===== src/rtl/wm_program_ctrl.sv =====
`default_nettype none
// ============================================================================
// Module   : wm_program_ctrl
// Brief    : Washing-machine program controller. Runs fill, detergent, soap
//            wash, NUM_RINSES rinse cycles and spin, with internal phase
//            timers, fill/drain watchdogs and a sticky door-open fault.
//            Optional pause/resume of the motor phases is compiled in when
//            the macro WM_PAUSE_EN is defined.
// Revision : 1.0 - initial release
// ============================================================================
module wm_program_ctrl #(
    parameter int TIMER_W       = 16,
    parameter int WASH_TICKS    = 1000,
    parameter int RINSE_TICKS   = 500,
    parameter int SPIN_TICKS    = 800,
    parameter int NUM_RINSES    = 2,
    parameter int FILL_TIMEOUT  = 2000,
    parameter int DRAIN_TIMEOUT = 2000
) (
    input  logic       clk,
    input  logic       reset,
    input  logic       door_close,
    input  logic       start,
    input  logic       filled,
    input  logic       detergent_added,
    input  logic       drained,
    input  logic       pause,
    output logic       door_lock,
    output logic       motor_on,
    output logic       fill_valve_on,
    output logic       drain_valve_on,
    output logic       soap_wash,
    output logic       water_wash,
    output logic       done,
    output logic       fault,
    output logic [3:0] rinse_count,
    output logic [3:0] state
);

    typedef enum logic [3:0] {
        S_IDLE      = 4'd0,
        S_FILL      = 4'd1,
        S_DETERGENT = 4'd2,
        S_WASH      = 4'd3,
        S_DRAIN     = 4'd4,
        S_RINSE     = 4'd5,
        S_SPIN      = 4'd6,
        S_DONE      = 4'd7,
        S_FAULT     = 4'd8,
        S_PAUSED    = 4'd9
    } state_t;

    // Last tick value of each timed state / watchdog window
    localparam logic [TIMER_W-1:0] c_wash_last  = TIMER_W'(WASH_TICKS - 1);
    localparam logic [TIMER_W-1:0] c_rinse_last = TIMER_W'(RINSE_TICKS - 1);
    localparam logic [TIMER_W-1:0] c_spin_last  = TIMER_W'(SPIN_TICKS - 1);
    localparam logic [TIMER_W-1:0] c_fill_last  = TIMER_W'(FILL_TIMEOUT - 1);
    localparam logic [TIMER_W-1:0] c_drain_last = TIMER_W'(DRAIN_TIMEOUT - 1);

    state_t               r_state;
    state_t               w_next;
    logic [TIMER_W-1:0]   r_tick;
    logic [3:0]           r_rinse_count;
    logic                 r_phase;
    logic [4:0]           w_rinse_next;
    logic                 w_more_rinses;

`ifdef WM_PAUSE_EN
    state_t               r_saved;
`else
    logic                 w_pause_unused;
    assign w_pause_unused = pause;
`endif

    // Rinse count as it will stand after the current drain completes; a
    // drain in the rinse phase is always the tail of a rinse.
    assign w_rinse_next  = {1'b0, r_rinse_count} + 5'd1;
    assign w_more_rinses = r_phase ? (w_rinse_next < 5'(NUM_RINSES))
                                   : (NUM_RINSES != 0);

    // Next-state decode: door fault first, then sensor/timer completion,
    // then watchdog or pause request
    always_comb begin
        w_next = r_state;
        case (r_state)
            S_IDLE: begin
                if (start && door_close) w_next = S_FILL;
            end
            S_FILL: begin
                if (!door_close)                w_next = S_FAULT;
                else if (filled)                w_next = r_phase ? S_RINSE : S_DETERGENT;
                else if (r_tick == c_fill_last) w_next = S_FAULT;
            end
            S_DETERGENT: begin
                if (!door_close)          w_next = S_FAULT;
                else if (detergent_added) w_next = S_WASH;
            end
            S_WASH: begin
                if (!door_close)                w_next = S_FAULT;
                else if (r_tick == c_wash_last) w_next = S_DRAIN;
`ifdef WM_PAUSE_EN
                else if (pause)                 w_next = S_PAUSED;
`endif
            end
            S_RINSE: begin
                if (!door_close)                 w_next = S_FAULT;
                else if (r_tick == c_rinse_last) w_next = S_DRAIN;
`ifdef WM_PAUSE_EN
                else if (pause)                  w_next = S_PAUSED;
`endif
            end
            S_SPIN: begin
                if (!door_close)                w_next = S_FAULT;
                else if (r_tick == c_spin_last) w_next = S_DONE;
`ifdef WM_PAUSE_EN
                else if (pause)                 w_next = S_PAUSED;
`endif
            end
            S_DRAIN: begin
                if (!door_close)                 w_next = S_FAULT;
                else if (drained)                w_next = w_more_rinses ? S_FILL : S_SPIN;
                else if (r_tick == c_drain_last) w_next = S_FAULT;
            end
            S_DONE:  w_next = S_IDLE;
            S_FAULT: w_next = S_FAULT;
`ifdef WM_PAUSE_EN
            S_PAUSED: begin
                if (!door_close) w_next = S_FAULT;
                else if (!pause) w_next = r_saved;
            end
`endif
            default: w_next = S_IDLE;
        endcase
    end

    // State, tick counter, rinse bookkeeping
    always_ff @(posedge clk) begin
        if (reset) begin
            r_state       <= S_IDLE;
            r_tick        <= '0;
            r_rinse_count <= 4'd0;
            r_phase       <= 1'b0;
`ifdef WM_PAUSE_EN
            r_saved       <= S_IDLE;
`endif
        end else begin
            r_state <= w_next;

`ifdef WM_PAUSE_EN
            // The cycle on which pause is sampled still counts as a run
            // tick, so the counter advances into PAUSED and then freezes
            // until the saved state is resumed.
            if (w_next == S_PAUSED && r_state != S_PAUSED) begin
                r_saved <= r_state;
                r_tick  <= r_tick + TIMER_W'(1);
            end else if (r_state == S_PAUSED) begin
                r_tick  <= r_tick;
            end else if (w_next == r_state) begin
                r_tick  <= r_tick + TIMER_W'(1);
            end else begin
                r_tick  <= '0;
            end
`else
            if (w_next == r_state) r_tick <= r_tick + TIMER_W'(1);
            else                   r_tick <= '0;
`endif

            if (r_state == S_IDLE) begin
                r_rinse_count <= 4'd0;
                r_phase       <= 1'b0;
            end else if (r_state == S_DRAIN && (w_next == S_FILL || w_next == S_SPIN)) begin
                if (r_phase)           r_rinse_count <= r_rinse_count + 4'd1;
                if (w_next == S_FILL)  r_phase       <= 1'b1;
            end
        end
    end

    // Moore outputs decoded from registered state only
    assign door_lock      = (r_state != S_IDLE) && (r_state != S_DONE);
    assign motor_on       = (r_state == S_WASH) || (r_state == S_RINSE) || (r_state == S_SPIN);
    assign fill_valve_on  = (r_state == S_FILL);
    assign drain_valve_on = (r_state == S_DRAIN) || (r_state == S_SPIN);
    assign soap_wash      = (r_state == S_DETERGENT) || (r_state == S_WASH) ||
                            ((r_state == S_DRAIN) && !r_phase);
    assign water_wash     = r_phase && ((r_state == S_FILL) || (r_state == S_RINSE) ||
                                        (r_state == S_DRAIN));
    assign done           = (r_state == S_DONE);
    assign fault          = (r_state == S_FAULT);
    assign rinse_count    = r_rinse_count;
    assign state          = r_state;

endmodule
`default_nettype wire


===== config.mk =====
export PLATFORM = sky130hd
export DESIGN_NAME = wm_program_ctrl
export DESIGN_NICKNAME = d
export VERILOG_FILES = /design/src/rtl/wm_program_ctrl.sv
export SDC_FILE = /design/constraint.sdc
export NUM_CORES = 1
export LEC_CHECK = 0
export ABC_AREA = 1
export CAP_MARGIN = 20
export CORE_ASPECT_RATIO = 0.6
export CORE_UTILIZATION = 54
export CTS_CLUSTER_DIAMETER = 60
export DETAILED_ROUTE_END_ITERATION = 6
export GPL_TIMING_DRIVEN = 0
export PLACE_DENSITY = 0.79
export SLEW_MARGIN = 20
export SYNTH_ARGS = -nofsm -noshare
export SYNTH_HDL_FRONTEND = slang
export SYNTH_SLANG_ARGS = --single-unit

===== constraint.sdc =====
create_clock -name clk -period 2.85 [get_ports clk]
set_clock_uncertainty 0.05 [all_clocks]
set_input_delay 0.57 -clock clk [delete_from_list [all_inputs] [get_ports clk]]
set_output_delay 0.57 -clock clk [all_outputs]
set_load 0.1 [all_outputs]

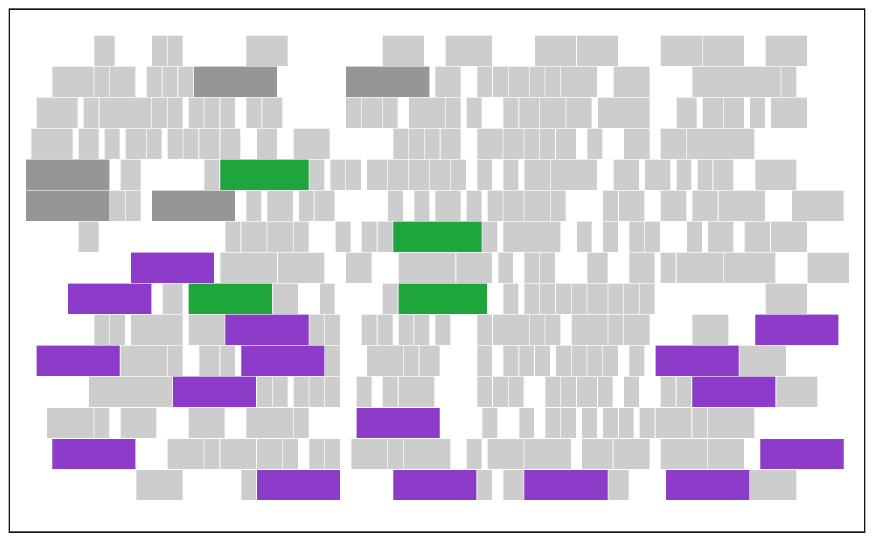
*Where the registers sit*
Other sequential cells in the stronger grey, the rest of the logic in the fainter grey.
| colour | netlist name | sequential cells |
|---|---|---|
| green | state | 4 |
| purple | r_tick | 16 |
not coloured: 5

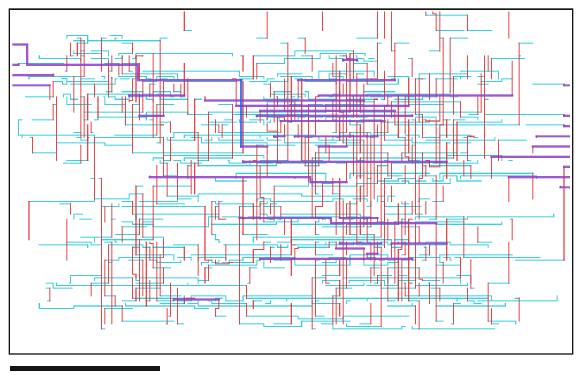
*Wiring by layer*
Scale bar: 20 um.
| colour | layer | wire length |
|---|---|---|
| purple | M3 | 375 um |
| cyan | M1 | 2020 um |
| red | M2 | 1400 um |
| blue | M4 | 8.80 um |

==> summary.txt <==
Results of the implementation run.

In the synthesized netlist, the cells that appear most often are 60 x sky130_fd_sc_hd__nand2_1, 43 x sky130_fd_sc_hd__nor2_1, 32 x sky130_fd_sc_hd__inv_1, 25 x sky130_fd_sc_hd__dfxtp_1, 19 x sky130_fd_sc_hd__nand3_1. Hold analysis lists the worst path endpoint as r_tick[0]. Including well taps, the total number of placed cells is ~320. Per STA, the worst path is made up of inv_2, nand2_2, inv_2, nand2_2, o22ai_2, dlygate4sd2_1. In this run the number of H-tree levels came out at 1. The final timing report lists a max-slew violation count of 0. On the critical path, the stage with the largest delay is an instance of sky130_fd_sc_hd__dlygate4sd2_1. Sequential elements use 29.1% of the synthesized area.

The endpoint required time on the critical path is 2.23 ns. The overall routing resource usage is 24.6%. The min-delay analysis places its worst path in the category reg2reg. Cells with a size suffix above 1 make up 18.2% of the layout. The clock root buffer master is sky130_fd_sc_hd__clkbuf_8. In this run the VDD rail shows a maximum IR drop of slightly below 0.0004 V. The post-route antenna net violation count is 0. The number of distinct standard cells referenced by the synthesized netlist came out at 26. The final-report hold violation count came out at 0.

The power per cell area is 358 nW/um2. Yosys instantiated no cell more often than sky130_fd_sc_hd__nand2_1. TritonCTS built the clock tree. The flow ran to the end, and the final reports show no timing, DRC or antenna violations. The cell count listed in synth_stat.txt came out at between 200 and 300. The post-synthesis instance area is approximately 1700 um2. The minimum period implied by the final worst setup slack is approximately 2.8 ns. The final core utilization came out at 70.3%. The part of the cycle the worst path needs came out at 96.7%. The cell area after placement came out at ~2000 um2. The yosys warning tally is 0. The final weighted congestion in routability-driven placement came out at roughly 0.95. The post-synth count of flops with an enable pin is 0.
==> layout make-up <==
class                   count  area, um2
clock buffers               3       41.3
flip-flops and latches     25        504
repair buffers             22        216
fillers                   260        876
inverters                  40        150
multi-input cells         193       1080
well taps                  42       52.6
clock inverters             1       8.76
plain buffers               1       20.0
==> kinds of logic (layout without fill, tap and decap cells) <==
| group | after synthesis | after routing | synth area share [%] |
|---|---|---|---|
| and+or+nand+nor | 156 | 156 | 43.5 |
| adders and majority gates | 2 | 2 | 1.45 |
| xor gates and xnor gates | 16 | 16 | 8.14 |
| buffers and inverters | 41 | 67 | 9.88 |
| DFF | 25 | 25 | 29.1 |
| AOI/OAI and AO/OA | 19 | 19 | 7.99 |
Power figures rest on the tool's default switching activity, not on a simulated workload.
